### The metal 2 layer, run 1

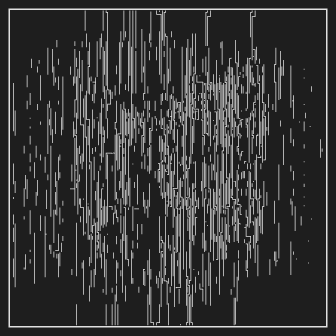
### Wiring heat map, run 1

Bar = 20 um. 20 x 20 tiles, from black (low) to pale yellow (high), scaled to the fullest tile. Values are wire area over tile area, all layers added.
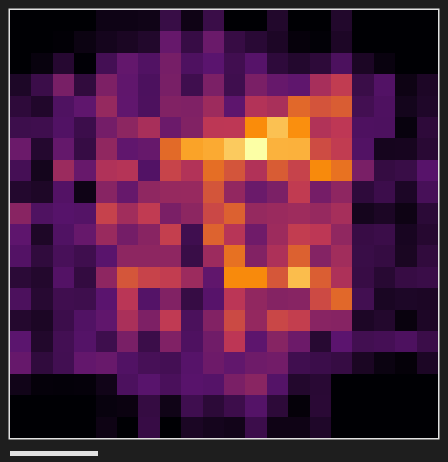
### Cell area per tile, run 1

Bar = 20 um. 10 x 10 tiles, from black (low) to pale yellow (high), 0 to 100% covered.
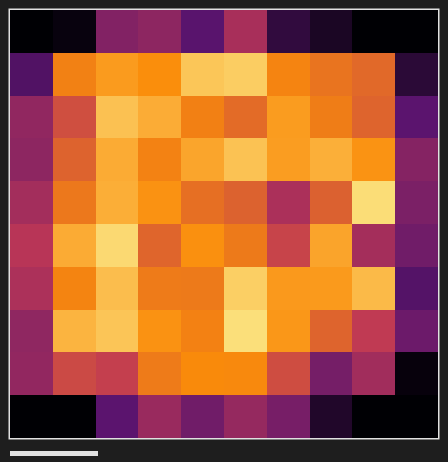
$ cat src/rtl/seq_chunk_adder.sv
// seq_chunk_adder: multi-cycle W-bit adder/subtractor, CHUNK bits per clock.
// A registered carry links the slices, so only a CHUNK-bit adder is built.
//
// Ports:
//   clk, rst        rising-edge clock, asynchronous active-high reset
//   start           operation request, accepted in IDLE or DONE
//   sub             0: x + y + cin, 1: x - y (cin ignored)
//   x, y, cin       operands, captured when start is accepted
//   busy            high while slices are being processed
//   done            one-cycle pulse, s/cout/zero valid
//   s               sum/difference; partial during RUN, held after done
//   cout            carry out of MSB (subtract: 1 = no borrow, x >= y)
//   zero            s == 0, registered together with done
module seq_chunk_adder #(
    parameter int W     = 24,
    parameter int CHUNK = 8
) (
    input  logic         clk,
    input  logic         rst,
    input  logic         start,
    input  logic         sub,
    input  logic [W-1:0] x,
    input  logic [W-1:0] y,
    input  logic         cin,
    output logic         busy,
    output logic         done,
    output logic [W-1:0] s,
    output logic         cout,
    output logic         zero
);

    localparam int N  = W / CHUNK;
    localparam int CW = (N > 1) ? $clog2(N) : 1;

    generate
        if (W < 1 || CHUNK < 1 || CHUNK > W || (W % CHUNK) != 0) begin : g_bad_params
            $error("seq_chunk_adder: W must be a positive multiple of CHUNK");
        end
    endgenerate

    typedef enum logic [1:0] {
        IDLE = 2'd0,
        RUN  = 2'd1,
        DONE = 2'd2
    } state_t;

    state_t         state_q, state_d;
    logic [W-1:0]   a_q, a_d;
    logic [W-1:0]   b_q, b_d;
    logic [W-1:0]   s_q, s_d;
    logic           carry_q, carry_d;
    logic           cout_q, cout_d;
    logic           zero_q, zero_d;
    logic [CW-1:0]  cnt_q, cnt_d;

    logic [CHUNK-1:0] a_sl;
    logic [CHUNK-1:0] b_sl;
    logic [CHUNK:0]   slice_sum;

    always_comb begin
        state_d   = state_q;
        a_d       = a_q;
        b_d       = b_q;
        s_d       = s_q;
        carry_d   = carry_q;
        cout_d    = cout_q;
        zero_d    = zero_q;
        cnt_d     = cnt_q;
        a_sl      = '0;
        b_sl      = '0;

        // Constant-index slice mux keeps every part-select static.
        for (int k = 0; k < N; k++) begin
            if (cnt_q == CW'(k)) begin
                a_sl = a_q[k*CHUNK +: CHUNK];
                b_sl = b_q[k*CHUNK +: CHUNK];
            end
        end

        slice_sum = {1'b0, a_sl} + {1'b0, b_sl} + {{CHUNK{1'b0}}, carry_q};

        unique case (state_q)
            IDLE, DONE: begin
                state_d = IDLE;
                if (start) begin
                    // Subtraction is x + ~y + 1: invert y, force carry-in.
                    state_d = RUN;
                    a_d     = x;
                    b_d     = y ^ {W{sub}};
                    carry_d = sub | cin;
                    s_d     = '0;
                    cout_d  = 1'b0;
                    zero_d  = 1'b0;
                    cnt_d   = '0;
                end
            end
            RUN: begin
                for (int k = 0; k < N; k++) begin
                    if (cnt_q == CW'(k)) begin
                        s_d[k*CHUNK +: CHUNK] = slice_sum[CHUNK-1:0];
                    end
                end
                carry_d = slice_sum[CHUNK];
                cnt_d   = cnt_q + 1'b1;
                if (cnt_q == CW'(N - 1)) begin
                    state_d = DONE;
                    cout_d  = slice_sum[CHUNK];
                    zero_d  = (s_d == '0);
                    cnt_d   = '0;
                end
            end
            default: begin
                state_d = IDLE;
            end
        endcase
    end

    always_ff @(posedge clk or posedge rst) begin
        if (rst) begin
            state_q <= IDLE;
            a_q     <= '0;
            b_q     <= '0;
            s_q     <= '0;
            carry_q <= 1'b0;
            cout_q  <= 1'b0;
            zero_q  <= 1'b0;
            cnt_q   <= '0;
        end else begin
            state_q <= state_d;
            a_q     <= a_d;
            b_q     <= b_d;
            s_q     <= s_d;
            carry_q <= carry_d;
            cout_q  <= cout_d;
            zero_q  <= zero_d;
            cnt_q   <= cnt_d;
        end
    end

    assign busy = (state_q == RUN);
    assign done = (state_q == DONE);
    assign s    = s_q;
    assign cout = cout_q;
    assign zero = zero_q;

endmodule

$ cat config.mk
export PLATFORM = sky130hd
export DESIGN_NAME = seq_chunk_adder
export DESIGN_NICKNAME = d
export VERILOG_FILES = /design/src/rtl/seq_chunk_adder.sv
export SDC_FILE = /design/constraint.sdc
export NUM_CORES = 1
export LEC_CHECK = 0
export ABC_AREA = 1
export CAP_MARGIN = 10
export CORE_MARGIN = 4
export CORE_UTILIZATION = 52
export DETAILED_ROUTE_END_ITERATION = 7
export PLACE_DENSITY = 0.78
export SYNTH_ARGS = -nofsm -noshare
export SYNTH_HDL_FRONTEND = slang
export SYNTH_SLANG_ARGS = --single-unit
$ cat constraint.sdc
create_clock -name clk -period 3.3 [get_ports clk]
set_input_delay 0.99 -clock clk [delete_from_list [all_inputs] [get_ports clk]]
set_output_delay 0.99 -clock clk [all_outputs]
set_load 0.05 [all_outputs]
==> run summary, run 1 <==
run metrics: Core ar.=7770 sq um, WP depth=17, FFs & Latches=79, MaxCap Viol Count=0, chip width=97.6 um, H-tree depth=3, status=finished clean, vias=3,649, synthesized area=4170 sq um, detailed placement HPWL=7530 um, Clock Sinks=a little under 80, register area=1980 sq um, Post-synth EDFFs=0, CTS Hold Bufs=0, yosys adder share=around 3.1%, met2 routed WL=about 4800 um, final worst slack=~0.22 ns, Synth Flop Type=dfrtp_1, Die H=97.6 um
Notes on 'The metal 2 layer' above:
The longest straight run is 32.3 um. 520 nets have wire on it. The wires run mostly vertical. The layer holds 48% of the routed length.

Notes on 'Wiring heat map' above:
The fullest tile reaches 0.71. The emptiest ninth of the die: bottom right. The mean over all tiles is 0.17. 12% of the tiles are over half the peak. 14% of the tiles are nearly empty. The densest ninth of the die: middle.

Notes on 'Cell area per tile' above:
30% of the tiles are over 75% full. The fullest tile reaches 93%. The mean over all tiles is 55%. The emptiest ninth of the die: bottom right. 8.0% of the tiles are nearly empty.

--- run 2 (diff from run 1) ---
Settings changed: HOLD_SLACK_MARGIN set to 0.1.
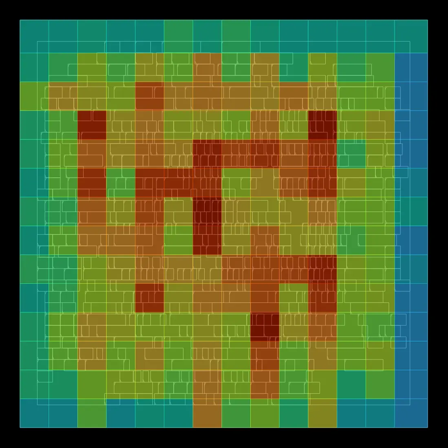
*Routing congestion map, run 2*
final core occ: 68.6%
Avg WL per Cell: 14.9 um
met2 Use GR: 35.4%

==> run 2 against run 1 <==
Compared with the run above:
- routed wire length unchanged
- cell count unchanged
- synthesized cell count unchanged
- core utilization unchanged
- fmax unchanged
- largest cell class unchanged
- highest routed layer unchanged
==> run summary, run 2 <==
run metrics: antenna violations before repair=0 (unchanged), comb area leader=simple AND/OR/NAND/NOR gates (unchanged), sequential area share after synthesis=47.4% (unchanged), Crit. End Element=register (unchanged), DR top layer=met4 (unchanged), Core ar.=7770 sq um (unchanged), MaxCap Viol Count=0 (unchanged), worst setup path endpoint=zero (unchanged), fillcell total=643 (unchanged), antenna-violating nets left=0 (unchanged), floorplan row count=32 (unchanged), met2 routed WL=4830 um (unchanged), DR pass1 iterations=5 (unchanged), CTS Hold Bufs=0 (unchanged), non-clock inverter count in the final layout=44 (unchanged), FFs & Latches=79 (unchanged), status=finished clean (unchanged), Synth area leaders=dfrtp_1, nand2_1, mux2_2 (unchanged), H-tree depth=3 (unchanged), Post-synth EDFFs=0 (unchanged), TritonCTS clock tree=done (unchanged), vias=3,649 (unchanged), final worst slack=0.219 ns (unchanged), WHS Endpoint=b_q[7] (unchanged), register area=1980 sq um (unchanged), detailed placement HPWL=7530 um (unchanged), Placer Congestion=0.936 (unchanged), HP Class=reg2reg (unchanged), Synth Flop Type=dfrtp_1 (unchanged), async set-or-reset flop fraction in the synthesized netlist=100% (unchanged), Clock Sinks=79 (unchanged), WP depth=17 (unchanged), # port buffers=80 (unchanged), Die H=97.6 um (unchanged), synthesized area=4170 sq um (unchanged), chip width=97.6 um (unchanged), MUX area fraction=5.94% (unchanged), Flops after synth=79 (unchanged), yosys adder share=3.06% (unchanged), die area=9520 sq um (unchanged), Ports=81 (unchanged), Post-synth top cells=nand2_1, dfrtp_1, o21ai_0 (unchanged), leading area contributor after synthesis=dfrtp_1 (unchanged)
